## src/rtl/seg7_scan_ctrl_if.sv

```systemverilog
// Peripheral bus bundle for the 7-segment scan controller.
// One-cycle select strobe, write/read qualifier, registered read data.
interface seg7_scan_ctrl_if #(
    parameter int ADDR_W = 3
) ();
    logic              sel;
    logic              we;
    logic [ADDR_W-1:0] addr;
    logic [7:0]        wdata;
    logic [7:0]        rdata;

    modport master (
        output sel,
        output we,
        output addr,
        output wdata,
        input  rdata
    );

    modport slave (
        input  sel,
        input  we,
        input  addr,
        input  wdata,
        output rdata
    );
endinterface

```

## src/rtl/seg7_scan_ctrl.sv

```systemverilog
// Multiplexed common-anode 7-segment controller with bus-mapped digit
// registers, PWM brightness, blinking and a programmable scan period.
module seg7_scan_ctrl #(
    parameter int NDIG         = 4,
    parameter int ADDR_W       = 3,
    parameter int DIV          = 50000,
    parameter int CNT_W        = 16,
    parameter int BLINK_FRAMES = 250
) (
    input  logic                 clk,
    input  logic                 rst,
    seg7_scan_ctrl_if.slave      bus,
    output logic [7:0]           segments,
    output logic [NDIG-1:0]      enable
);

    localparam int IDX_W = (NDIG > 1) ? $clog2(NDIG) : 1;
    localparam int BF_W  = (BLINK_FRAMES > 1) ? $clog2(BLINK_FRAMES) : 1;

    localparam logic [ADDR_W-1:0] CTRL_A  = '1;
    localparam logic [CNT_W-1:0]  CNT_MAX = CNT_W'(DIV - 1);
    localparam logic [IDX_W-1:0]  IDX_MAX = IDX_W'(NDIG - 1);
    localparam logic [BF_W-1:0]   BF_MAX  = BF_W'(BLINK_FRAMES - 1);
    localparam logic [CNT_W:0]    SLOT8   = (CNT_W + 1)'(DIV / 8);
    localparam logic [NDIG-1:0]   EN_RST  = ~NDIG'(1);

    logic [5:0]       dig [NDIG];
    logic [2:0]       bright;
    logic             blink_en;
    logic             disp_en;

    logic [CNT_W-1:0] cnt;
    logic [IDX_W-1:0] idx;
    logic [BF_W-1:0]  bcnt;
    logic             phase;

    logic             wr;
    logic             rd;
    logic             wrap;
    logic             frame_end;
    logic [7:0]       rd_d;
    logic [5:0]       cur;
    logic [CNT_W:0]   thr;
    logic             on;
    logic [7:0]       seg_d;
    logic [NDIG-1:0]  en_d;

    function automatic logic [6:0] hex7(input logic [3:0] v);
        case (v)
            4'h0: hex7 = 7'h40;
            4'h1: hex7 = 7'h79;
            4'h2: hex7 = 7'h24;
            4'h3: hex7 = 7'h30;
            4'h4: hex7 = 7'h19;
            4'h5: hex7 = 7'h12;
            4'h6: hex7 = 7'h02;
            4'h7: hex7 = 7'h78;
            4'h8: hex7 = 7'h00;
            4'h9: hex7 = 7'h10;
            4'hA: hex7 = 7'h08;
            4'hB: hex7 = 7'h03;
            4'hC: hex7 = 7'h46;
            4'hD: hex7 = 7'h21;
            4'hE: hex7 = 7'h06;
            default: hex7 = 7'h0E;
        endcase
    endfunction

    assign wr        = bus.sel & bus.we;
    assign rd        = bus.sel & ~bus.we;
    assign wrap      = (cnt == CNT_MAX);
    assign frame_end = wrap && (idx == IDX_MAX);

    // Bus writes into the digit and control registers.
    always_ff @(posedge clk or negedge rst) begin
        if (!rst) begin
            for (int i = 0; i < NDIG; i++) dig[i] <= '0;
            bright   <= 3'd7;
            blink_en <= 1'b0;
            disp_en  <= 1'b1;
        end else if (wr) begin
            for (int i = 0; i < NDIG; i++) begin
                if (bus.addr == ADDR_W'(i)) dig[i] <= bus.wdata[5:0];
            end
            if (bus.addr == CTRL_A) begin
                bright   <= bus.wdata[2:0];
                blink_en <= bus.wdata[3];
                disp_en  <= bus.wdata[4];
            end
        end
    end

    // Read-data mux; unmapped addresses return zero.
    always_comb begin
        rd_d = '0;
        for (int i = 0; i < NDIG; i++) begin
            if (bus.addr == ADDR_W'(i)) rd_d = {2'b00, dig[i]};
        end
        if (bus.addr == CTRL_A) rd_d = {3'b000, disp_en, blink_en, bright};
    end

    // Read data is captured on a read strobe and held until the next one.
    always_ff @(posedge clk or negedge rst) begin
        if (!rst) bus.rdata <= '0;
        else if (rd) bus.rdata <= rd_d;
    end

    // Refresh counter and scan index.
    always_ff @(posedge clk or negedge rst) begin
        if (!rst) begin
            cnt <= '0;
            idx <= '0;
        end else begin
            cnt <= wrap ? '0 : cnt + 1'b1;
            if (wrap) idx <= (idx == IDX_MAX) ? '0 : idx + 1'b1;
        end
    end

    // Blink phase toggles every BLINK_FRAMES frames while enabled.
    always_ff @(posedge clk or negedge rst) begin
        if (!rst) begin
            bcnt  <= '0;
            phase <= 1'b0;
        end else if (!blink_en) begin
            bcnt  <= '0;
            phase <= 1'b0;
        end else if (frame_end) begin
            if (bcnt == BF_MAX) begin
                bcnt  <= '0;
                phase <= ~phase;
            end else begin
                bcnt <= bcnt + 1'b1;
            end
        end
    end

    // Gating and pattern for the digit under scan.
    always_comb begin
        cur = '0;
        for (int i = 0; i < NDIG; i++) begin
            if (idx == IDX_W'(i)) cur = dig[i];
        end
        thr = ({{(CNT_W - 2){1'b0}}, bright} + 1'b1) * SLOT8;
        on  = disp_en && !cur[5] && !(blink_en && phase) &&
              ({1'b0, cnt} < thr);
        seg_d = on ? {~cur[4], hex7(cur[3:0])} : 8'hFF;
        en_d  = '1;
        for (int i = 0; i < NDIG; i++) begin
            en_d[i] = ~(on && (idx == IDX_W'(i)));
        end
    end

    // Registered pin drivers.
    always_ff @(posedge clk or negedge rst) begin
        if (!rst) begin
            segments <= 8'hC0;
            enable   <= EN_RST;
        end else begin
            segments <= seg_d;
            enable   <= en_d;
        end
    end

endmodule

```

## src/flat_wrapper.sv

```systemverilog
// flat-port wrapper written by rule: the top's interface ports become plain ports
module seg7_scan_ctrl_flat 
#(
    parameter int NDIG         = 4,
    parameter int ADDR_W       = 3,
    parameter int DIV          = 50000,
    parameter int CNT_W        = 16,
    parameter int BLINK_FRAMES = 250
)
  (clk, rst, segments, enable, bus_sel, bus_we, bus_addr, bus_wdata, bus_rdata);
  seg7_scan_ctrl_if #(.ADDR_W(ADDR_W)) bus_i ();
  input  logic clk;
  input  logic rst;
  output logic [7:0] segments;
  output logic [NDIG-1:0] enable;
  input wire logic [$bits(bus_i.sel)-1:0] bus_sel;
  input wire logic [$bits(bus_i.we)-1:0] bus_we;
  input wire logic [$bits(bus_i.addr)-1:0] bus_addr;
  input wire logic [$bits(bus_i.wdata)-1:0] bus_wdata;
  output wire logic [$bits(bus_i.rdata)-1:0] bus_rdata;
  assign bus_i.sel = bus_sel;
  assign bus_i.we = bus_we;
  assign bus_i.addr = bus_addr;
  assign bus_i.wdata = bus_wdata;
  assign bus_rdata = bus_i.rdata;
  seg7_scan_ctrl #(.NDIG(NDIG), .ADDR_W(ADDR_W), .DIV(DIV), .CNT_W(CNT_W), .BLINK_FRAMES(BLINK_FRAMES)) u_core (.clk(clk), .rst(rst), .bus(bus_i), .segments(segments), .enable(enable));
endmodule
```

## config.mk

```make
export PLATFORM = sky130hd
export DESIGN_NAME = seg7_scan_ctrl_flat
export DESIGN_NICKNAME = d
export VERILOG_FILES = /design/src/rtl/seg7_scan_ctrl_if.sv /design/src/rtl/seg7_scan_ctrl.sv /design/src/flat_wrapper.sv
export SDC_FILE = /design/constraint.sdc
export NUM_CORES = 1
export LEC_CHECK = 0
export CAP_MARGIN = 20
export CORE_UTILIZATION = 60
export CTS_BUF_LIST = sky130_fd_sc_hd__clkbuf_16
export DETAILED_ROUTE_END_ITERATION = 10
export DONT_BUFFER_PORTS = 1
export HOLD_SLACK_MARGIN = 0.08
export PLACE_DENSITY = 0.82
export SLEW_MARGIN = 20
export SYNTH_ARGS = -nofsm -noshare
export SYNTH_HDL_FRONTEND = slang
export SYNTH_SLANG_ARGS = --single-unit
```

## constraint.sdc

```tcl
create_clock -name clk -period 4.87 [get_ports clk]
set_input_delay 0.974 -clock clk [delete_from_list [all_inputs] [get_ports clk]]
set_output_delay 0.974 -clock clk [all_outputs]
set_load 0.01 [all_outputs]
```

### Cell area per tile

Scale bar: 20 um. The die is cut into 9 by 9 equal tiles; white is low, dark blue is high, 0 to 100% covered.
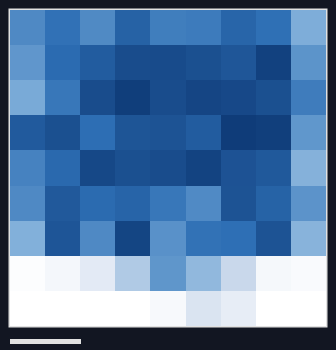
The fullest tile reaches 95%. 46% of the tiles are over 75% full. The mean over all tiles is 62%. The emptiest ninth of the die: south-west.
Core Util, Final: 68.7%
CORE AREA: 7250 um2
Initial Util: 61.8%

### PDN straps and rails

Scale bar: 20 um. Pins as bars on the die edge. Tap cells in grey.
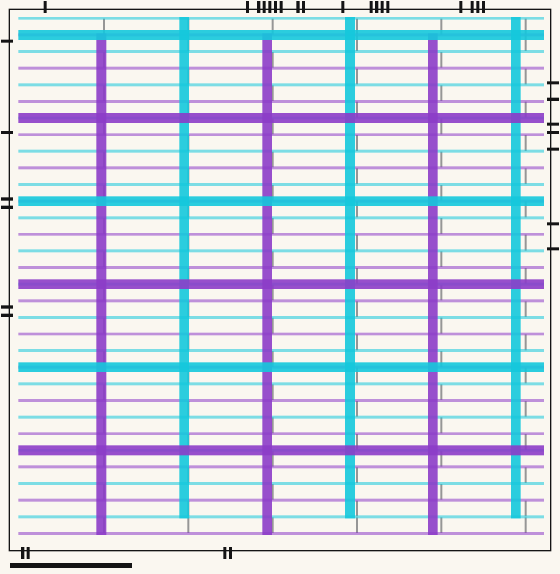
Key: cyan = VDD; purple = VSS
99 tap cells. 6 straps on met5. The core has 31 rows.
Worst IR Drop VDD: 0.298 mV
Die H: 88.4 um
Die X: 88.4 um

### Cell outlines without signal wires

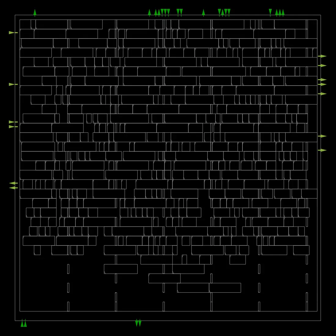
FFs & Latches: 74
FP Rows: 31
filler cell count: 519
sequential share of cell area: 37.4%

### Register map, names as in the netlist

Scale bar: 20 um. Other sequential cells in the stronger grey, the rest of the logic in the fainter grey.
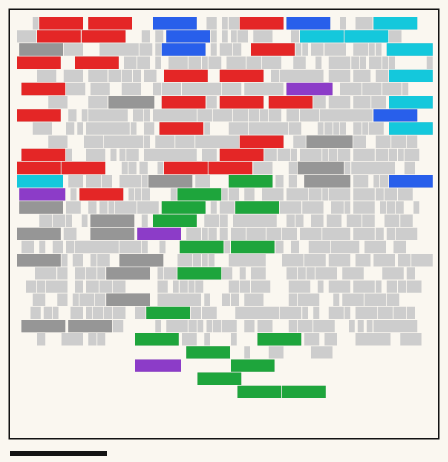
Key: red = u_core.dig [sequential cells 24]; green = u_core.cnt [sequential cells 16]; purple = u_core.enable [sequential cells 4]; blue = u_core.bus.rdata [sequential cells 6]; cyan = u_core.segments [sequential cells 8]
Seq. pwr: 793 uW
sequential cell area: 1860 um2

==> reports/metrics.yaml <==
detailed_routing:
  met1_length_um: 4280
  via_per_inst: 6.28
  avgRoutedWirePerCell_um: 18.5
  met2_length_um: 5020
  dr_total_vias: 3392
  top_layer_used: "met4"
  drtIter0Drc: 287
  ant_nets: 0
logic_synthesis:
  yosys_warnings: 0
  syn_area_um2: 4480
  ys_top_cells_by_count: "dfrtp_1 (65), ha_1 (45), nand2_1 (44)"
  top_cell: "dfrtp_1"
  mux_share_pct: 10.7
  ys_sh_adder_pct: 13.0
  syn_area_per_cell_um2: 10.4
  syn_inst: 429
  flop_cell: "dfrtp_1"
  edf_count: 0
  synth_flops: 74
floorplanning:
  io_pins: 35
  chipArea_um2: 7820
setup_path:
  path_max_fanout: 7
  slowest_stage: "dfstp_2"
  cp-end-kind: "register"
  r2r_setup_slack_ns: 0.23
  critPathKind: "reg2reg"
  cpPeakStageDelay_ns: 0.58
  crit_chain: "clkinvlp_4 -> ha_4 -> ha_1 -> inv_1 -> fa_1 -> inv_1 -> ha_1 -> and3b_1 -> o21a_1 -> o211ai_1 -> a21oi_1 -> o21ai_0 -> xor2_1 -> ha_1 -> nand3_1 -> a21oi_1 -> a211oi_1 -> o21ai_0 -> a21oi_1 -> buf_4 -> o221ai_1"
placement:
  gp_congestion: 0.874
  io_buffers: 0
  place_inst: 518
  post-dp-hpwl_um: 6890
power:
  p_seq_share_pct: 34.9
  leakagePower_nw: 2.19
  power_top_consumer: "sequential cells"
  power_density_nw_per_um2: 456
  p_int_mw: 1.52
  p_total_mw: 2.27
sta:
  finalSetupTns_ns: 0
  clock_skew_ns: 0.00440
  layout_setup_ws_ns: 0.234
  slew_headroom_pct: 31.2
  fmax_mhz: 216
  finalClockPeriodUsage_pct: 95.2
  finalCriticalPeriod_ns: 4.64
  hold_slack_ns: 0.329
  drv_slew: 0
cts:
  cts_hold_buf: 0
  clk-insertion-delay-late_ns: 0.33
  cts_root_buf: "clkbuf_16"
  numCtsBuffers: 9
  htreeDepth: 3
grt:
  grt_util_all_layers_pct: 27.0
  gr-usage-met1_pct: 35.2
  antenna_found_initial: 0
layout:
  clkbuf_count: 9
  layoutNonFillerInstCount: 540
  most-common-layout-cells: "dfrtp_1 (65), nand2_1 (44), ha_1 (44)"
  largest_reg_flops: 24
  sh_comb_area_pct: 50.4
  clock_cell_area_share_pct: 6.55
  diodes: 0
run_status:
  status: "complete, no violations"
min_path:
  hp-class: "in2async"
flow_run:
  maxCapViolations: 0
  tool_warnings: 40
Power is estimated from default activity; no workload was simulated.
